--- src/rtl/calc_port_issuer.sv ---
// calc_port_issuer: drives the two-cycle calculator port protocol, tracks 4 tags and retires them by response or timeout.
module calc_port_issuer #(
  parameter int TIMEOUT_CYCLES = 64,
  parameter int CNT_W = 8
) (
  input  logic        clk,
  input  logic        reset,
  input  logic        req_valid,
  output logic        req_ready,
  input  logic [3:0]  req_cmd,
  input  logic [31:0] req_op1,
  input  logic [31:0] req_op2,
  output logic [3:0]  cmd_in,
  output logic [31:0] data_in,
  output logic [1:0]  tag_in,
  input  logic [1:0]  resp_out,
  input  logic [1:0]  tag_out,
  input  logic [31:0] data_out,
  output logic        rsp_valid,
  output logic [1:0]  rsp_tag,
  output logic [1:0]  rsp_resp,
  output logic [3:0]  rsp_cmd,
  output logic [31:0] rsp_data,
  output logic        timeout_valid,
  output logic [1:0]  timeout_tag,
  output logic        err_unexpected,
  output logic [3:0]  outstanding
);
  typedef enum logic [1:0] {IDLE, CMD, OP2} state_t;
  localparam logic [CNT_W-1:0] LIMIT = CNT_W'(TIMEOUT_CYCLES);
  state_t state_q, state_d;
  logic [3:0] cmd_q, cmd_d, out_q, out_d, rsp_cmd_q, rsp_cmd_d, expired;
  logic [31:0] data_q, data_d, op2_q, rsp_data_q, rsp_data_d;
  logic [1:0] tag_q, tag_d, rsp_tag_q, rsp_tag_d, rsp_resp_q, rsp_resp_d, to_tag_q, free_tag, to_tag;
  logic rsp_valid_q, to_valid_q, err_q, accept, issue, resp_hit;
  logic [CNT_W-1:0] age_q [4];
  logic [CNT_W-1:0] age_d [4];
  logic [3:0] tag_cmd_q [4];
  assign req_ready = (state_q != CMD) && (out_q != 4'hF);
  assign accept = req_valid && req_ready;
  // a zero command completes the handshake but never occupies the port or a tag
  assign issue = accept && |req_cmd;
  assign free_tag = !out_q[0] ? 2'd0 : !out_q[1] ? 2'd1 : !out_q[2] ? 2'd2 : 2'd3;
  assign resp_hit = |resp_out && out_q[tag_out];
  always_comb begin
    for (int i = 0; i < 4; i++) begin
      expired[i] = out_q[i] && age_q[i] >= LIMIT && !(resp_hit && tag_out == 2'(i));
      age_d[i] = (issue && free_tag == 2'(i)) ? '0 : (out_q[i] && age_q[i] < LIMIT) ? age_q[i] + 1'b1 : age_q[i];
    end
  end
  assign to_tag = expired[0] ? 2'd0 : expired[1] ? 2'd1 : expired[2] ? 2'd2 : expired[3] ? 2'd3 : 2'd0;
  assign out_d = (out_q & ~(resp_hit ? 4'b1 << tag_out : 4'b0) & ~(|expired ? 4'b1 << to_tag : 4'b0))
               | (issue ? 4'b1 << free_tag : 4'b0);
  assign rsp_tag_d = resp_hit ? tag_out : 2'd0;
  assign rsp_resp_d = resp_hit ? resp_out : 2'd0;
  assign rsp_cmd_d = resp_hit ? tag_cmd_q[tag_out] : 4'd0;
  assign rsp_data_d = resp_hit ? data_out : 32'd0;
  always_comb begin
    state_d = IDLE;
    cmd_d = 4'd0;
    data_d = 32'd0;
    tag_d = 2'd0;
    if (state_q == CMD) begin
      state_d = OP2;
      data_d = op2_q;
    end else if (issue) begin
      state_d = CMD;
      cmd_d = req_cmd;
      data_d = req_op1;
      tag_d = free_tag;
    end
  end
  always_ff @(posedge clk or posedge reset) begin
    if (reset) begin
      state_q <= IDLE;
      cmd_q <= '0;
      data_q <= '0;
      tag_q <= '0;
      op2_q <= '0;
      out_q <= '0;
      rsp_valid_q <= 1'b0;
      rsp_tag_q <= '0;
      rsp_resp_q <= '0;
      rsp_cmd_q <= '0;
      rsp_data_q <= '0;
      to_valid_q <= 1'b0;
      to_tag_q <= '0;
      err_q <= 1'b0;
      for (int i = 0; i < 4; i++) begin
        age_q[i] <= '0;
        tag_cmd_q[i] <= '0;
      end
    end else begin
      state_q <= state_d;
      cmd_q <= cmd_d;
      data_q <= data_d;
      tag_q <= tag_d;
      if (issue) op2_q <= req_op2;
      if (issue) tag_cmd_q[free_tag] <= req_cmd;
      out_q <= out_d;
      rsp_valid_q <= resp_hit;
      rsp_tag_q <= rsp_tag_d;
      rsp_resp_q <= rsp_resp_d;
      rsp_cmd_q <= rsp_cmd_d;
      rsp_data_q <= rsp_data_d;
      to_valid_q <= |expired;
      to_tag_q <= to_tag;
      err_q <= |resp_out && !out_q[tag_out];
      for (int i = 0; i < 4; i++) age_q[i] <= age_d[i];
    end
  end
  assign cmd_in = cmd_q;
  assign data_in = data_q;
  assign tag_in = tag_q;
  assign rsp_valid = rsp_valid_q;
  assign rsp_tag = rsp_tag_q;
  assign rsp_resp = rsp_resp_q;
  assign rsp_cmd = rsp_cmd_q;
  assign rsp_data = rsp_data_q;
  assign timeout_valid = to_valid_q;
  assign timeout_tag = to_tag_q;
  assign err_unexpected = err_q;
  assign outstanding = out_q;
endmodule

--- config.mk ---
export PLATFORM = sky130hd
export DESIGN_NAME = calc_port_issuer
export DESIGN_NICKNAME = d
export VERILOG_FILES = /design/src/rtl/calc_port_issuer.sv
export SDC_FILE = /design/constraint.sdc
export NUM_CORES = 1
export LEC_CHECK = 0
export CORE_UTILIZATION = 47
export DETAILED_ROUTE_END_ITERATION = 8
export PLACE_DENSITY = 0.8
export SYNTH_ARGS = -nofsm -noshare
export SYNTH_HDL_FRONTEND = slang
export SYNTH_SLANG_ARGS = --single-unit
--- constraint.sdc ---
create_clock -name clk -period 7.4 [get_ports clk]
set_clock_uncertainty 0.2 [all_clocks]
set_input_delay 0.74 -clock clk [delete_from_list [all_inputs] [get_ports clk]]
set_output_delay 0.74 -clock clk [all_outputs]
set_load 0.01 [all_outputs]
==> job_summary.md, run 1 <==
## PnR job results

| Metric | Value |
|---|---|
| First DRT Iteration DRCs | 289 |
| Max layer used | met4 |
| HPWL after DPL | 10000 um |
| Hold/Removal Path Class | flop to flop |
| WHS Endpoint | tag_cmd_q[11] |
| Gr busiest metal | met2 |
| Req. time, crit path | 6.46 ns |
| Post-CTS Setup Inserts | 0 |
| Die H | 120 um |
| Logic Gate Count | 275 |
| Avg WL per Cell | 17.0 um |
| Non-clk buf share | 0.212 |
| Total design power | 2.91 mW |
| R2r worst-path depth | 6 |
| FA/HA/MAJ Cells, Area Fraction | 0.00763 |
| M3 GR Usage | 0.0456 |
| Reg2Reg Setup Slack | 4.69 ns |
| Status | complete, no violations |
| Core Util at FP | 0.488 |
| Gp weighted congestion | 0.751 |
| CTS tree | built |
| Nonclk buf count | 196 |
| CP dominant cell by count | nor2_1 |
| Slew @ Worst Pin | about 1.0 ns |
| Synthesized area | 6560 um^2 |
| Main logic family after synthesis | simple AND/OR/NAND/NOR gates |
| Grt ovf | 0 |
| Clk slew on worst S/H paths | 0.06 ns |
| Setup CP Type | flop to output port |
| Clock sink total | roughly 170 |
| Critical-path cell list | nand3_1 -> nor2_1 -> nor2_1 -> clkdlybuf4s50_1 |
| VDD IR-drop max | 0.190 mV |
| Min-delay src | tag_cmd_q[11] |
| Hold path depth | 1 |
| CTS Root Cell | clkbuf_16 |
| Layout Nets | just under 800 |
| Diodes inserted | 0 |
| Biggest area cells | dfrtp_1 64%, mux2_1 5.7%, a22o_1 4.4% |
| Logic area | 2180 um^2 |
| Chip Area, Yosys | 6560 um^2 |
| Core Area | 13500 um^2 |
run 1: state kept, by name, summed over array words and instances, names as in the netlist:
register,flops
age_q,32
rsp_resp,2
outstanding,4
rsp_data,32
state_q,2
rsp_cmd,4
timeout_valid,1
data_in,32
tag_in,2
tag_cmd_q,16
op2_q,32
err_unexpected,1
rsp_valid,1
rsp_tag,2
timeout_tag,2
cmd_in,4
run 1: where the power goes:
part	internal, mW	leakage, nW	switching (mW)	total [mW]
logic	0.406	1.64	0.307	0.713
clock network	0.556	0.294	0.342	0.898
registers	1.15	2.16	0.150	1.30
run 1: per-stage QoR:
step | hold slack (ns) | instances
floorplan | 0.253 | 470
CTS | 0.288 | 854
detailed placement | 0.275 | 822
finish | 0.287 | 854
global route | 0.299 | 854
global placement | 0.266 | 822
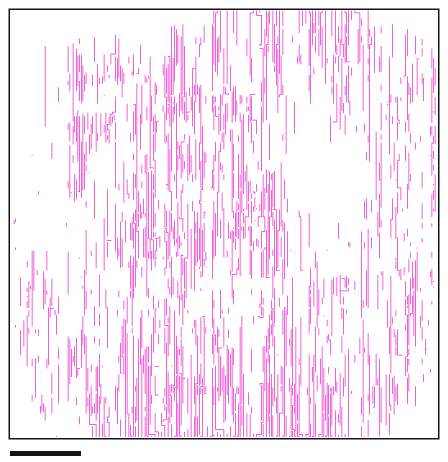
Run 1: M2 wires
Bar = 20 um.
wire length on this layer = 7310 um
share of all routed wire = 50%
longest straight run = 41.5 um
main direction = vertical
Post-Route WL: 14500 um
GR Layer Usage met2: 0.360
via count: 4378

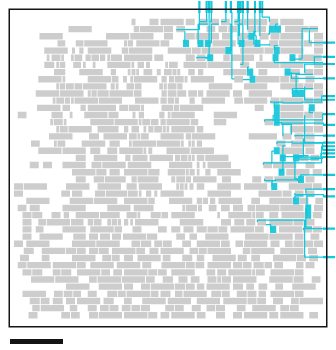
Run 1: port wiring
Bar = 20 um.
cyan -> data_out  # direction input, edge 19 east, 13 north, end cells 32, buffers 32, wire 741 um
I/O Pins: 195
Buffers on Ports: 194

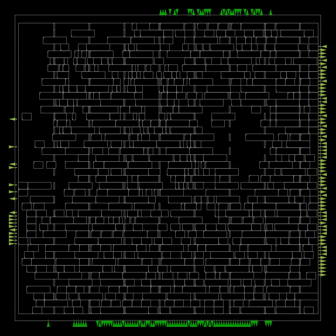
Run 1: cell placement
Tapcells: 176
Cell Count, Final, Fillers Out: 854
sequential cell area share: 0.459

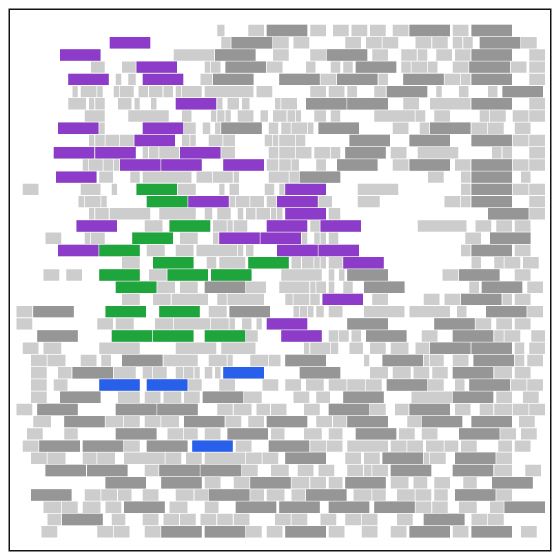
Run 1: sequential cells colored by netlist name
Other sequential cells in the stronger gray, the rest of the logic in the fainter gray.
blue -> cmd_in  # sequential cells 4
green -> tag_cmd_q  # sequential cells 16
purple -> age_q  # sequential cells 32
not colored = 117
fin util: 0.685
register area: 4230 um^2
Seq group: 1.30 mW

--- run 2 (diff from run 1) ---
==> constraint.sdc (replaced) <==
create_clock -name clk -period 3 [get_ports clk]
set_clock_uncertainty 0.2 [all_clocks]
set_input_delay 0.3 -clock clk [delete_from_list [all_inputs] [get_ports clk]]
set_output_delay 0.3 -clock clk [all_outputs]
set_load 0.01 [all_outputs]
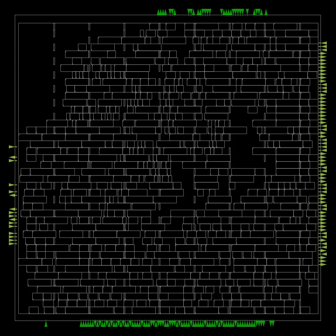
Run 2: cell placement
Flops: 169
Core Area: 13500 um^2
FILL cells: 939

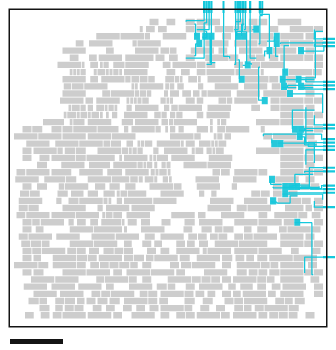
Run 2: port wiring
Bar = 20 um.
cyan -> data_out  # direction input, edge 19 east, 13 north, end cells 32, buffers 32, wire 765 um

==> job_summary.md, run 2 <==
## PnR job results

| Metric | Value |
|---|---|
| Max layer used | met4 |
| Reg2Reg Setup Slack | slightly above 0.8 ns |
| Critical-path cell list | nand3_1 -> nor2_1 -> nor2_1 -> clkdlybuf4s50_1 |
| WHS Endpoint | rsp_data[19] |
| Clk slew on worst S/H paths | 0.06 ns |
| CTS Root Cell | clkbuf_16 |
| Leading power group | sequential cells |
| Min-delay src | data_out[19] |
| Req. time, crit path | 2.50 ns |
| Avg WL per Cell | 16.6 um |
| Flop pwr share | 0.426 |
| First DRT Iteration DRCs | between 200 and 300 |
| Core Util at FP | 0.488 |
| Slew @ Worst Pin | 0.904 ns |
| Buffers on Ports | 194 |
| Switch share | 0.266 |
| M3 GR Usage | 0.0442 |
| Status | complete, no violations |
| FA/HA/MAJ Cells, Area Fraction | 0.00763 |
| Nonclk buf count | 206 |
| Gr busiest metal | met2 |
| Internal | 5.47 mW |
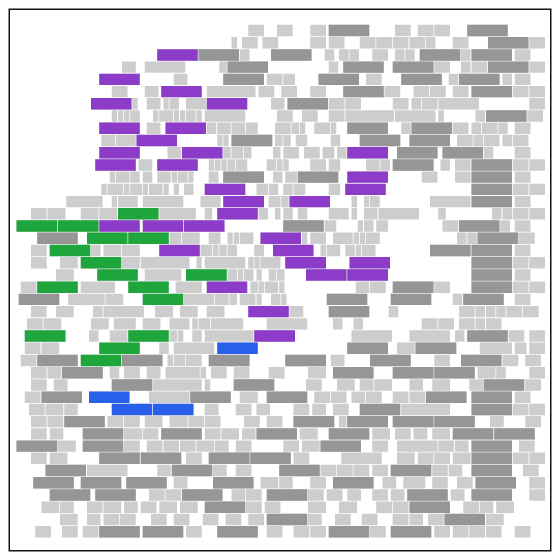
Run 2: sequential cells colored by netlist name
Other sequential cells in the stronger gray, the rest of the logic in the fainter gray.
green -> tag_cmd_q  # sequential cells 16, where west
purple -> age_q  # sequential cells 32
blue -> cmd_in  # sequential cells 4, where south-west
Seq group: 3.17 mW
fin util: 0.698
sequential cell area share: 0.450

==> run 2: through the flow <==
step	utilization	cells	hold slack (ns)	worst slack, ns	total power, mW
finish	0.698	864	0.229	0.274	7.46
global route	0.698	864	0.226	0.181	7.84
CTS	0.698	864	0.215	0.254	7.52
detailed placement	0.648	832	0.276	0.401	5.04
global placement	0.648	832	0.268	0.455	4.93
floorplan	-	470	0.229	0.345	4.15
==> run 2: worst max-delay path by stage <==
| stage | to | cells after the start |
|---|---|---|
| 2_1_floorplan | age_q[0] | 1 |
| 3_3_place_gp | op2_q[5] | 6 |
| 3_5_place_dp | op2_q[4] | 6 |
| 4_1_cts | req_ready | 4 |
| 5_1_grt | req_ready | 4 |
| 6_report | req_ready | 4 |
--- run 3 (diff from run 2) ---
--- a/config.mk
+++ b/config.mk
@@ -8,6 +8,7 @@
 export CORE_UTILIZATION = 47
 export DETAILED_ROUTE_END_ITERATION = 8
 export PLACE_DENSITY = 0.8
+export SLEW_MARGIN = 20
 export SYNTH_ARGS = -nofsm -noshare
 export SYNTH_HDL_FRONTEND = slang
 export SYNTH_SLANG_ARGS = --single-unit
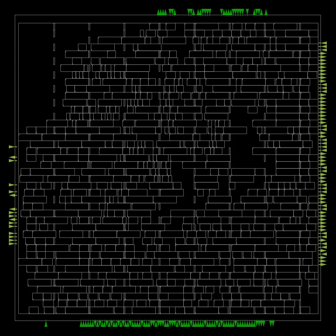
Run 3: cell placement
Cell Count, Final, Fillers Out: 864
std cell rows: 42

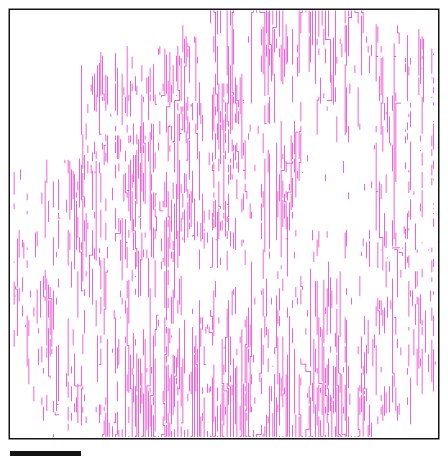
Run 3: M2 wires
Bar = 20 um.
main direction = vertical
nets with wire on the layer = 714
Post-Route WL: 14400 um
via count: 4450

==> job_summary.md, run 3 <==
## PnR job results

| Metric | Value |
|---|---|
| Buffers on Ports | 194 |
| Setup crit end | req_ready |
| Switch share | 0.266 |
| Comb power frac | 0.244 |
| Core Area | 13500 um^2 |
| Grt ovf | 0 |
| M3 GR Usage | 0.0442 |
| Hold path depth | 2 |
| R2r worst-path depth | 5 |
| Reg2Reg Setup Slack | 0.82 ns |
| Core Util at FP | 0.488 |
| Req. time, crit path | 2.50 ns |
| Total design power | 7.46 mW |
| Critical-path cell list | nand3_1 -> nor2_1 -> nor2_1 -> clkdlybuf4s50_1 |
| Die H | 120 um |
| FILL cells | 939 |
| Place WS | 0.401 ns |
| Diodes inserted | 0 |
| Setup CP Type | flop to output port |
| Post-CTS Setup Inserts | 0 |
| Combinational power | 1.82 mW |
| CTS Root Cell | clkbuf_16 |
| Gr busiest metal | met2 |
| Status | complete, no violations |
| CP dominant cell by count | nor2_1 |
| Main logic family after synthesis | simple AND/OR/NAND/NOR gates |
| HPWL after DPL | 10100 um |
| Flop pwr share | 0.426 |
| CTS tree | built |
| Critical path depth | 4 |
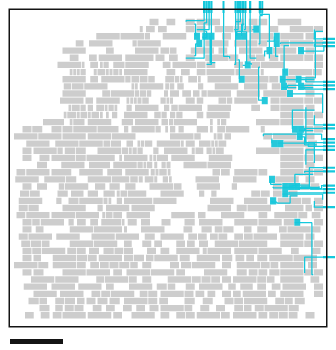
Run 3: port wiring
Bar = 20 um.
cyan -> data_out  # direction input, edge 19 east, 13 north, end cells 32, buffers 32, wire 765 um

run 3: metrics by stage:
step / std cells / util
2_1_floorplan: 470 / -
3_3_place_gp: 832 / 0.648
3_5_place_dp: 832 / 0.648
4_1_cts: 864 / 0.698
5_1_grt: 864 / 0.698
6_report: 864 / 0.698
run 3: final cells by class:
class / instances / area share
Clock inverter: 12 / 0.0234
Inverter: 6 / 0.00280
Sequential cell: 169 / 0.450
Clock buffer: 20 / 0.0486
Multi-Input combinational cell: 275 / 0.232
Tap cell: 176 / 0.0234
Timing Repair Buffer: 206 / 0.219
run 3: worst reg2reg max path, cell delays in order, from the launching register on:
cell	delay (ns)
dfrtp_1	0.65
nand3_1	0.23
nor2_1	0.33
nor2_4	0.06
buf_12	0.22
mux2_1	0.37
Power figures rest on the tool's default switching activity, not on a simulated workload.
